==> images/detail.png <==
Window x 84 to 104, y 15 to 35 um. Cells in grey, sequential cells in the stronger grey; small squares are vias.
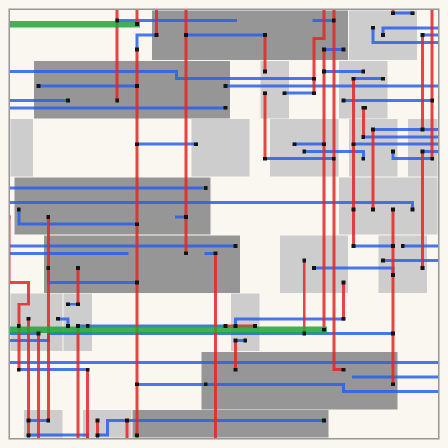
==> images/clk_routes.png <==
Drawn at 2 px/um.
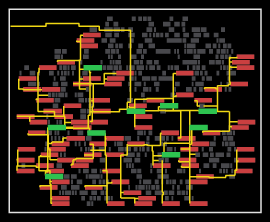
==> images/wires.png <==
Drawn at 3 px/um.
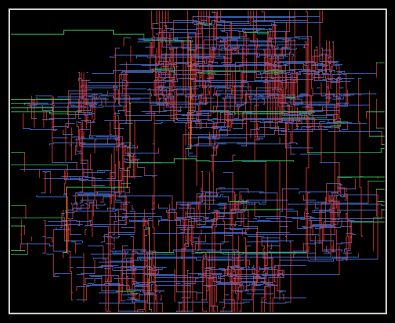
Design skullfet_cell_tester, sky130hd; sources not shown.
==> out/notes.md <==
## Worst setup path
* **CP required** 4.75 ns
* **buffering stage count on the worst path with inverters included** 0
* **CP Class** flop to flop
* **Reg2Reg Depth** 6

## Finish
* **final core occ** 0.438
* **layout clock buffer count** 9
* **count of placed standard cells in the final layout, fillers left out** 628
* **inverters** 15
* **most common cell after layout, fill and taps aside** sky130_fd_sc_hd__dfrtp_1
* **Largest register FFs** 32

## Synth
* **number of synthesized flops with an enable pin** 0
* **asr flop ratio synth** 1.00
* **net count after synthesis** 524
* **biggest combinational cell group after synthesis** simple AND/OR/NAND/NOR gates
* **Netlist cell types** 64

## Routing
* **highest metal layer with signal wires** met4
* **total met2 wirelength after detailed routing** 5.17 mm
* **DRT Pass-1 Iters** 4
* **DRC violations left** 0
* **number of nets with antenna violations after routing** 0

## Floorplan
* **Die Footprint** 12600 um2

## STA
* **Worst Tran Pin Value** 0.940 ns
* **Max Fclk** 362 MHz
* **Hold Vio Cnt, Final** 0

## Power and ir drop
* **switching pwr** 0.000702 W
* **part of the total power dissipated in the clock network** 0.321
* **Seq power** 0.000969 W
* **fraction of power consumed by sequential logic** 0.459

## CTS
* **post-cts hold-fix buffer tally** 0

## Outcome
* **outcome** finished clean

## GRT
* **global-route wire length before repair** 18.6 mm

## Picture notes: detail.png
metal 1 -> blue
metal 2 -> red
metal 3 -> green
sequential cells in the window = 5
most frequent = dfrtp_1 (5), xor2_1 (3), nor2_1 (3)
cells with their middle in the window = 17

## Picture notes: clk_routes.png
clock wires -> yellow  # length 1090 um
clock drivers -> green  # count 9
flip-flops -> red  # count 82
routed clock nets = 10
Clock group: 0.000679 W
Late-Pin Clk Latency: 0.33 ns
Final Skew: 0.00583 ns

## Picture notes: wires.png
metal 1 -> blue  # wire length 5520 um
metal 2 -> red  # wire length 5170 um
metal 4 -> orange  # wire length 114 um
metal 3 -> green  # wire length 557 um
aggregate routed wire length: 11.4 mm
total via count in the routed design: 3589
wire per inst: 18.1 um
overall fraction of global-route tracks in use: 0.186

No activity file was given, so power comes from the tool's default toggle rates.
